[src/rtl/wb_pkg.sv]
// Shared types and constants for the pipelined Wishbone MMIO master.
package wb_pkg;

  typedef enum logic [1:0] {
    StIdle,
    StReq,
    StWait,
    StDone
  } wb_state_e;

  localparam logic [1:0] SIZE_B = 2'b00;
  localparam logic [1:0] SIZE_H = 2'b01;
  localparam logic [1:0] SIZE_W = 2'b10;

  localparam logic [3:0] MMIO_BASE_DEFAULT = 4'h2;

endpackage

[src/rtl/wb_lane_align.sv]
// Byte-lane steering for stores, lane extraction and sign/zero extension for loads.
module wb_lane_align
  import wb_pkg::*;
(
  input  logic [1:0]  i_st_size,
  input  logic [1:0]  i_st_addr_lo,
  input  logic [31:0] i_st_data,
  output logic [31:0] o_st_data,
  output logic [3:0]  o_sel,
  output logic        o_misaligned,
  input  logic [1:0]  i_ld_size,
  input  logic [1:0]  i_ld_addr_lo,
  input  logic        i_ld_unsigned,
  input  logic [31:0] i_ld_raw,
  output logic [31:0] o_ld_data
);

  logic [31:0] w_ld_shift;
  logic        w_ld_sign;

  always_comb begin
    o_st_data    = '0;
    o_sel        = '0;
    o_misaligned = 1'b0;
    unique case (i_st_size)
      SIZE_B: begin
        o_st_data = {4{i_st_data[7:0]}};
        o_sel     = 4'b0001 << i_st_addr_lo;
      end
      SIZE_H: begin
        o_st_data    = {2{i_st_data[15:0]}};
        o_sel        = 4'b0011 << i_st_addr_lo;
        o_misaligned = i_st_addr_lo[0];
      end
      SIZE_W: begin
        o_st_data    = i_st_data;
        o_sel        = 4'b1111;
        o_misaligned = |i_st_addr_lo;
      end
      default: o_misaligned = 1'b1;
    endcase
  end

  // Bring the addressed lane down to bit 0 before extending.
  assign w_ld_shift = i_ld_raw >> {i_ld_addr_lo, 3'b000};

  always_comb begin
    o_ld_data = w_ld_shift;
    w_ld_sign = 1'b0;
    unique case (i_ld_size)
      SIZE_B: begin
        w_ld_sign = ~i_ld_unsigned & w_ld_shift[7];
        o_ld_data = {{24{w_ld_sign}}, w_ld_shift[7:0]};
      end
      SIZE_H: begin
        w_ld_sign = ~i_ld_unsigned & w_ld_shift[15];
        o_ld_data = {{16{w_ld_sign}}, w_ld_shift[15:0]};
      end
      default: o_ld_data = w_ld_shift;
    endcase
  end

endmodule

[src/rtl/wb_master_pipelined.sv]
// Registered Wishbone B4 pipelined master for CPU MMIO loads/stores with
// sub-word lanes, ERR handling and a REQ/WAIT timeout.
module wb_master_pipelined
  import wb_pkg::*;
#(
  parameter int unsigned                  ADDR_WIDTH     = 32,
  parameter int unsigned                  MMIO_TAG_BITS  = 4,
  parameter logic [MMIO_TAG_BITS-1:0]     MMIO_BASE      = MMIO_TAG_BITS'(MMIO_BASE_DEFAULT),
  parameter int unsigned                  TIMEOUT_CYCLES = 255
) (
  input  logic                  clk_i,
  input  logic                  rst_ni,
  input  logic                  is_load_instr_i,
  input  logic                  is_store_instr_i,
  input  logic [1:0]            mem_size_i,
  input  logic                  load_unsigned_i,
  input  logic [ADDR_WIDTH-1:0] mmio_address_i,
  input  logic [31:0]           wr_data_i,
  output logic [31:0]           rd_data_o,
  output logic                  rd_valid_o,
  output logic                  bus_error_o,
  output logic                  peripheral_stall_o,
  output logic                  o_wb_cyc,
  output logic                  o_wb_stb,
  output logic                  o_wb_we,
  output logic [ADDR_WIDTH-1:0] o_wb_addr,
  output logic [31:0]           o_wb_data,
  output logic [3:0]            o_wb_sel,
  input  logic                  i_wb_stall,
  input  logic                  i_wb_ack,
  input  logic                  i_wb_err,
  input  logic [31:0]           i_wb_data
);

  localparam int unsigned       CntW   = $clog2(TIMEOUT_CYCLES + 1);
  localparam logic [CntW-1:0]   CntMax = CntW'(TIMEOUT_CYCLES);

  wb_state_e             r_state, w_state_d;
  logic                  r_cyc, w_cyc_d;
  logic                  r_stb, w_stb_d;
  logic                  r_we, w_we_d;
  logic [ADDR_WIDTH-1:0] r_addr, w_addr_d;
  logic [31:0]           r_data, w_data_d;
  logic [3:0]            r_sel, w_sel_d;
  logic [1:0]            r_size, w_size_d;
  logic                  r_unsigned, w_unsigned_d;
  logic                  r_err, w_err_d;
  logic [31:0]           r_rd_data, w_rd_data_d;
  logic [CntW-1:0]       r_cnt, w_cnt_d;

  logic [CntW-1:0]       w_cnt_inc;
  logic                  w_access;
  logic                  w_misaligned;
  logic [31:0]           w_st_data;
  logic [3:0]            w_sel;
  logic [31:0]           w_ld_data;

  assign w_access = (is_load_instr_i | is_store_instr_i)
                  & (mmio_address_i[ADDR_WIDTH-1 -: MMIO_TAG_BITS] == MMIO_BASE);
  assign w_cnt_inc = r_cnt + CntW'(1);

  wb_lane_align u_lane (
    .i_st_size     (mem_size_i),
    .i_st_addr_lo  (mmio_address_i[1:0]),
    .i_st_data     (wr_data_i),
    .o_st_data     (w_st_data),
    .o_sel         (w_sel),
    .o_misaligned  (w_misaligned),
    .i_ld_size     (r_size),
    .i_ld_addr_lo  (r_addr[1:0]),
    .i_ld_unsigned (r_unsigned),
    .i_ld_raw      (i_wb_data),
    .o_ld_data     (w_ld_data)
  );

  always_comb begin
    w_state_d    = r_state;
    w_cyc_d      = r_cyc;
    w_stb_d      = r_stb;
    w_we_d       = r_we;
    w_addr_d     = r_addr;
    w_data_d     = r_data;
    w_sel_d      = r_sel;
    w_size_d     = r_size;
    w_unsigned_d = r_unsigned;
    w_err_d      = r_err;
    w_rd_data_d  = r_rd_data;
    w_cnt_d      = r_cnt;
    unique case (r_state)
      StIdle: begin
        if (w_access) begin
          // A simultaneous load+store is handled as a store.
          w_we_d       = is_store_instr_i;
          w_addr_d     = mmio_address_i;
          w_size_d     = mem_size_i;
          w_unsigned_d = load_unsigned_i;
          if (w_misaligned) begin
            w_err_d   = 1'b1;
            w_state_d = StDone;
          end else begin
            w_err_d   = 1'b0;
            w_cyc_d   = 1'b1;
            w_stb_d   = 1'b1;
            w_sel_d   = w_sel;
            w_data_d  = is_store_instr_i ? w_st_data : '0;
            w_cnt_d   = '0;
            w_state_d = StReq;
          end
        end
      end
      StReq: begin
        w_cnt_d = w_cnt_inc;
        if (!i_wb_stall && (i_wb_ack || i_wb_err)) begin
          w_err_d   = i_wb_err;
          w_cyc_d   = 1'b0;
          w_stb_d   = 1'b0;
          w_state_d = StDone;
          if (!i_wb_err && !r_we) w_rd_data_d = w_ld_data;
        end else if (w_cnt_inc == CntMax) begin
          w_err_d   = 1'b1;
          w_cyc_d   = 1'b0;
          w_stb_d   = 1'b0;
          w_state_d = StDone;
        end else if (!i_wb_stall) begin
          w_stb_d   = 1'b0;
          w_state_d = StWait;
        end
      end
      StWait: begin
        w_cnt_d = w_cnt_inc;
        if (i_wb_ack || i_wb_err) begin
          w_err_d   = i_wb_err;
          w_cyc_d   = 1'b0;
          w_state_d = StDone;
          if (!i_wb_err && !r_we) w_rd_data_d = w_ld_data;
        end else if (w_cnt_inc == CntMax) begin
          w_err_d   = 1'b1;
          w_cyc_d   = 1'b0;
          w_state_d = StDone;
        end
      end
      StDone:  w_state_d = StIdle;
      default: w_state_d = StIdle;
    endcase
  end

  always_ff @(posedge clk_i or negedge rst_ni) begin
    if (!rst_ni) begin
      r_state    <= StIdle;
      r_cyc      <= 1'b0;
      r_stb      <= 1'b0;
      r_we       <= 1'b0;
      r_addr     <= '0;
      r_data     <= '0;
      r_sel      <= '0;
      r_size     <= '0;
      r_unsigned <= 1'b0;
      r_err      <= 1'b0;
      r_rd_data  <= '0;
      r_cnt      <= '0;
    end else begin
      r_state    <= w_state_d;
      r_cyc      <= w_cyc_d;
      r_stb      <= w_stb_d;
      r_we       <= w_we_d;
      r_addr     <= w_addr_d;
      r_data     <= w_data_d;
      r_sel      <= w_sel_d;
      r_size     <= w_size_d;
      r_unsigned <= w_unsigned_d;
      r_err      <= w_err_d;
      r_rd_data  <= w_rd_data_d;
      r_cnt      <= w_cnt_d;
    end
  end

  assign o_wb_cyc  = r_cyc;
  assign o_wb_stb  = r_stb;
  assign o_wb_we   = r_we;
  assign o_wb_addr = {r_addr[ADDR_WIDTH-1:2], 2'b00};
  assign o_wb_data = r_data;
  assign o_wb_sel  = r_sel;

  assign rd_data_o   = r_rd_data;
  assign rd_valid_o  = (r_state == StDone) & ~r_we & ~r_err;
  assign bus_error_o = (r_state == StDone) & r_err;

  // Gated by reset so the CPU is released the moment reset asserts.
  assign peripheral_stall_o = rst_ni & (((r_state == StIdle) & w_access)
                                        | (r_state == StReq) | (r_state == StWait));

endmodule

[config.mk]
export PLATFORM = sky130hd
export DESIGN_NAME = wb_master_pipelined
export DESIGN_NICKNAME = d
export VERILOG_FILES = /design/src/rtl/wb_pkg.sv /design/src/rtl/wb_lane_align.sv /design/src/rtl/wb_master_pipelined.sv
export SDC_FILE = /design/constraint.sdc
export NUM_CORES = 1
export LEC_CHECK = 0
export ABC_AREA = 1
export CORE_UTILIZATION = 50
export CTS_BUF_LIST = sky130_fd_sc_hd__clkbuf_8
export DETAILED_ROUTE_END_ITERATION = 6
export GPL_ROUTABILITY_DRIVEN = 0
export PLACE_DENSITY = 0.9
export SETUP_SLACK_MARGIN = 0.4
export SYNTH_ARGS = -nofsm -noshare
export SYNTH_HDL_FRONTEND = slang
export SYNTH_SLANG_ARGS = --single-unit
[constraint.sdc]
create_clock -name clk_i -period 2.8 [get_ports clk_i]
set_input_delay 0.42 -clock clk_i [delete_from_list [all_inputs] [get_ports clk_i]]
set_output_delay 0.42 -clock clk_i [all_outputs]
set_load 0.02 [all_outputs]
Figure 1. Clock wiring as the flow saved it.
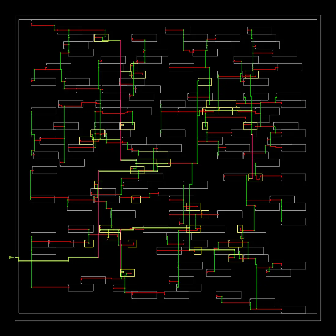
Clock Skews: 0.0127 ns
clock buffer count from CTS: 17
clk latency late pin: 0.44 ns
Power Clock: 1.58 mW

Figure 2. Sequential cells colored by netlist name.
Other sequential cells in the stronger gray, the rest of the logic in the fainter gray.
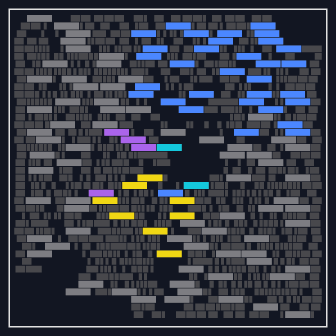
legend:
  `r_size`:
    color: cyan
    placed_flops: 2
  `o_wb_sel`:
    color: purple
    placed_flops: 4
  `r_addr`:
    color: blue
    placed_flops: 32
  `r_cnt`:
    color: yellow
    placed_flops: 8
not colored: 71
flop share of the area: 34.2%
utilization after layout: 71.4%
sequential-cell power consumption: 2.74 mW

Figure 3. Floorplan with the power grid.
Pins as bars on the die edge.
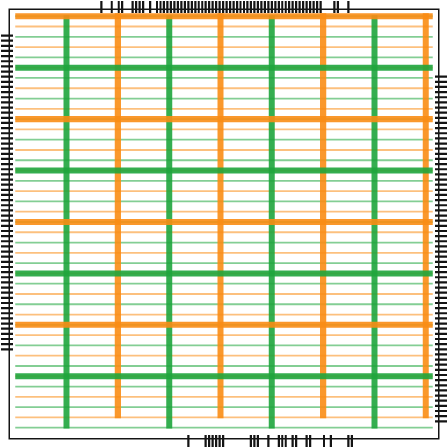
legend:
  VSS:
    color: green
  VDD:
    color: orange
rows: 40
signal pins: 212
floorplan core area: 0.0120 mm^2
die width: 113 um
Worst IR Drop VDD: 0.420 mV
Chip Height: 113 um

==> impl_results.html <==
<h2>Synthesis and place &amp; route</h2>
<table>
<tr><th>Metric</th><th>Value</th></tr>
<tr><th colspan="2">Routing</th></tr>
<tr><td>Violation count after the first detailed-routing iteration</td><td>595</td></tr>
<tr><td>DRC errors left</td><td>0</td></tr>
<tr><td>Vias per cell</td><td>5.29</td></tr>
<tr><td>Detailed-routed wire length on met3</td><td>1540 um</td></tr>
<tr><td>Final WL</td><td>17100 um</td></tr>
<tr><th colspan="2">Clocking</th></tr>
<tr><td>Clk sink count</td><td>117</td></tr>
<tr><td>CTS clk-pin slew, worst paths</td><td>0.07 ns</td></tr>
<tr><td>Clock tree root driver cell</td><td>sky130_fd_sc_hd__clkbuf_8</td></tr>
<tr><td>Bufs on Longest Clock Path</td><td>2</td></tr>
<tr><td>H-tree lvl count</td><td>4</td></tr>
<tr><th colspan="2">Min path</th></tr>
<tr><td>Class of the most critical hold timing path</td><td>in -&gt; async</td></tr>
<tr><th colspan="2">Place</th></tr>
<tr><td>Half-perimeter wire length of the detailed placement result</td><td>12200 um</td></tr>
<tr><th colspan="2">Pwr</th></tr>
<tr><td>Switching part of the total</td><td>41.4%</td></tr>
<tr><td>Power per standard cell area</td><td>987 mW/mm^2</td></tr>
<tr><td>Part of the total power dissipated in the clock network</td><td>18.7%</td></tr>
<tr><td>Net switching component of the power</td><td>3.50 mW</td></tr>
<tr><td>Combinational group power</td><td>4.14 mW</td></tr>
<tr><th colspan="2">Critical path</th></tr>
<tr><td>Launching element type of the critical path</td><td>register</td></tr>
<tr><td>Sum of buffers and inverters on the critical path</td><td>1</td></tr>
<tr><td>CP max-delay cell</td><td>sky130_fd_sc_hd__clkdlybuf4s50_1</td></tr>
<tr><td>Worst setup startpoint</td><td>r_state[0]</td></tr>
<tr><td>Register-to-Register Setup Slack</td><td>0.68 ns</td></tr>
<tr><td>Depth of the most critical reg-to-reg path</td><td>7</td></tr>
<tr><td>Critical Path AT</td><td>1.81 ns</td></tr>
<tr><th colspan="2">Job</th></tr>
<tr><td>Number of warnings the tools reported</td><td>34</td></tr>
<tr><td>Number of max-cap violations</td><td>0</td></tr>
<tr><th colspan="2">Yosys</th></tr>
<tr><td>Library cell occupying the most area in the post-synthesis netlist</td><td>sky130_fd_sc_hd__dfrtp_1</td></tr>
<tr><td>Top cell types by occurrence after synthesis</td><td>sky130_fd_sc_hd__nand2_1, sky130_fd_sc_hd__dfrtp_1, sky130_fd_sc_hd__inv_1</td></tr>
<tr><td>Netlist Area Pre-Place</td><td>0.00618 mm^2</td></tr>
<tr><td>Cell count after synthesis</td><td>798</td></tr>
<tr><td>Number of warnings printed during yosys synthesis</td><td>0</td></tr>
<tr><td>Yosys stat chip area</td><td>0.00618 mm^2</td></tr>
<tr><td>Flip-flops with a built-in enable</td><td>0</td></tr>
<tr><td>Most frequently used flop master after synthesis</td><td>sky130_fd_sc_hd__dfrtp_1</td></tr>
<tr><td>Leading cell type by number of instances after synthesis</td><td>sky130_fd_sc_hd__nand2_1</td></tr>
<tr><td>Number of distinct library cell variants in the gate-level netlist after synthesis</td><td>36</td></tr>
<tr><td>Max-area cell share</td><td>47.4%</td></tr>
<tr><th colspan="2">Die</th></tr>
<tr><td>Share of the core filled by cells before placement</td><td>51.4%</td></tr>
<tr><td>Row cnt</td><td>40</td></tr>
<tr><td>Die Outline Area</td><td>0.0128 mm^2</td></tr>
<tr><td>I/O Pins</td><td>212</td></tr>
<tr><th colspan="2">Timing</th></tr>
<tr><td>Fin crit period</td><td>2.23 ns</td></tr>
<tr><td>Final Cycle Share</td><td>79.8%</td></tr>
<tr><td>Count of endpoints failing hold in the final timing report</td><td>0</td></tr>
<tr><td>Slack of the critical path</td><td>0.566 ns</td></tr>
<tr><td>Slew Limit Headroom</td><td>56.2%</td></tr>
<tr><td>Sum of negative setup slack</td><td>0 ns</td></tr>
<tr><td>Transition time at the pin with the least slew margin</td><td>0.657 ns</td></tr>
<tr><th colspan="2">Global route</th></tr>
<tr><td>Overall routing resource usage</td><td>27.5%</td></tr>
<tr><td>Met3 track utilization from global routing</td><td>7.71%</td></tr>
<tr><td>Global-route wire length before repair</td><td>27500 um</td></tr>
<tr><td>Busiest layer in global routing</td><td>met2</td></tr>
<tr><td>Maximum number of pins on one net before global-route repair</td><td>118</td></tr>
<tr><td>Global routing usage on met1</td><td>34.4%</td></tr>
<tr><td>GR Util met2</td><td>44.2%</td></tr>
<tr><td>Antenna violations before repair</td><td>0</td></tr>
<tr><td>Via count of the first global-routing pass</td><td>5570</td></tr>
<tr><th colspan="2">Outcome</th></tr>
<tr><td>Outcome</td><td>completed</td></tr>
<tr><th colspan="2">Final layout</th></tr>
<tr><td>Fill cell total of the finished layout</td><td>926</td></tr>
<tr><td>Sequential cell area</td><td>0.00293 mm^2</td></tr>
<tr><td>Layout-stage area growth over the synthesis result</td><td>38.7%</td></tr>
<tr><td>Diodes inserted</td><td>0</td></tr>
</table>
==> stage by stage <==
step	hold WS [ns]	area, um^2	power, mW	std cells
detailed placement	0.456	8170	6.88	1102
global route	0.188	8570	9.02	1134
CTS	0.168	8580	8.48	1134
finish	0.108	8570	8.46	1134
global placement	0.459	8170	6.78	1102
floorplan	0.124	6180	5.39	799
==> area by class of cell <==
| class | instances | area share, % |
|---|---|---|
| sequential | 117 | 34.2 |
| multi-input combinational | 556 | 30.5 |
| timing repair buffer | 225 | 26.0 |
| clock buffer | 20 | 3.21 |
| inverter | 57 | 2.50 |
| tap | 147 | 2.15 |
| clock inverter | 12 | 1.52 |
==> worst min path at each step <==
stage	endpoint	startpoint	cells after the start	slack, ns
global placement	r_addr[29]	r_addr[29]	1	0.46
CTS	r_addr[8]	rst_ni	2	0.17
global route	r_addr[10]	rst_ni	2	0.19
floorplan	o_wb_cyc	rst_ni	0	0.12
detailed placement	r_addr[29]	r_addr[29]	1	0.46
finish	r_addr[10]	rst_ni	2	0.11
==> what timing repair did <==
action / 4_1_cts / 5_1_grt
resized: 2 / 3
setup endpoints to repair: 1 / 1
hold buffers: 0 / 0
==> flip-flops by register name, indices dropped and copies added (netlist names) <==
signal,flops
o_wb_data,32
r_addr,32
rd_data_o,32
r_cnt,8
o_wb_sel,4
r_size,2
r_state,2
o_wb_cyc,1
o_wb_stb,1
o_wb_we,1
r_err,1
r_unsigned,1
==> kinds of logic after synthesis <==
logic type / Yosys count / synth area share (%)
flops: 117 / 47.4
compound gates: 138 / 13.2
other cells: 1 / 0.0607
buf+inv: 126 / 10.4
fa+ha+maj: 8 / 1.62
simple gates: 408 / 27.3
Power and IR drop assume default switching activity.
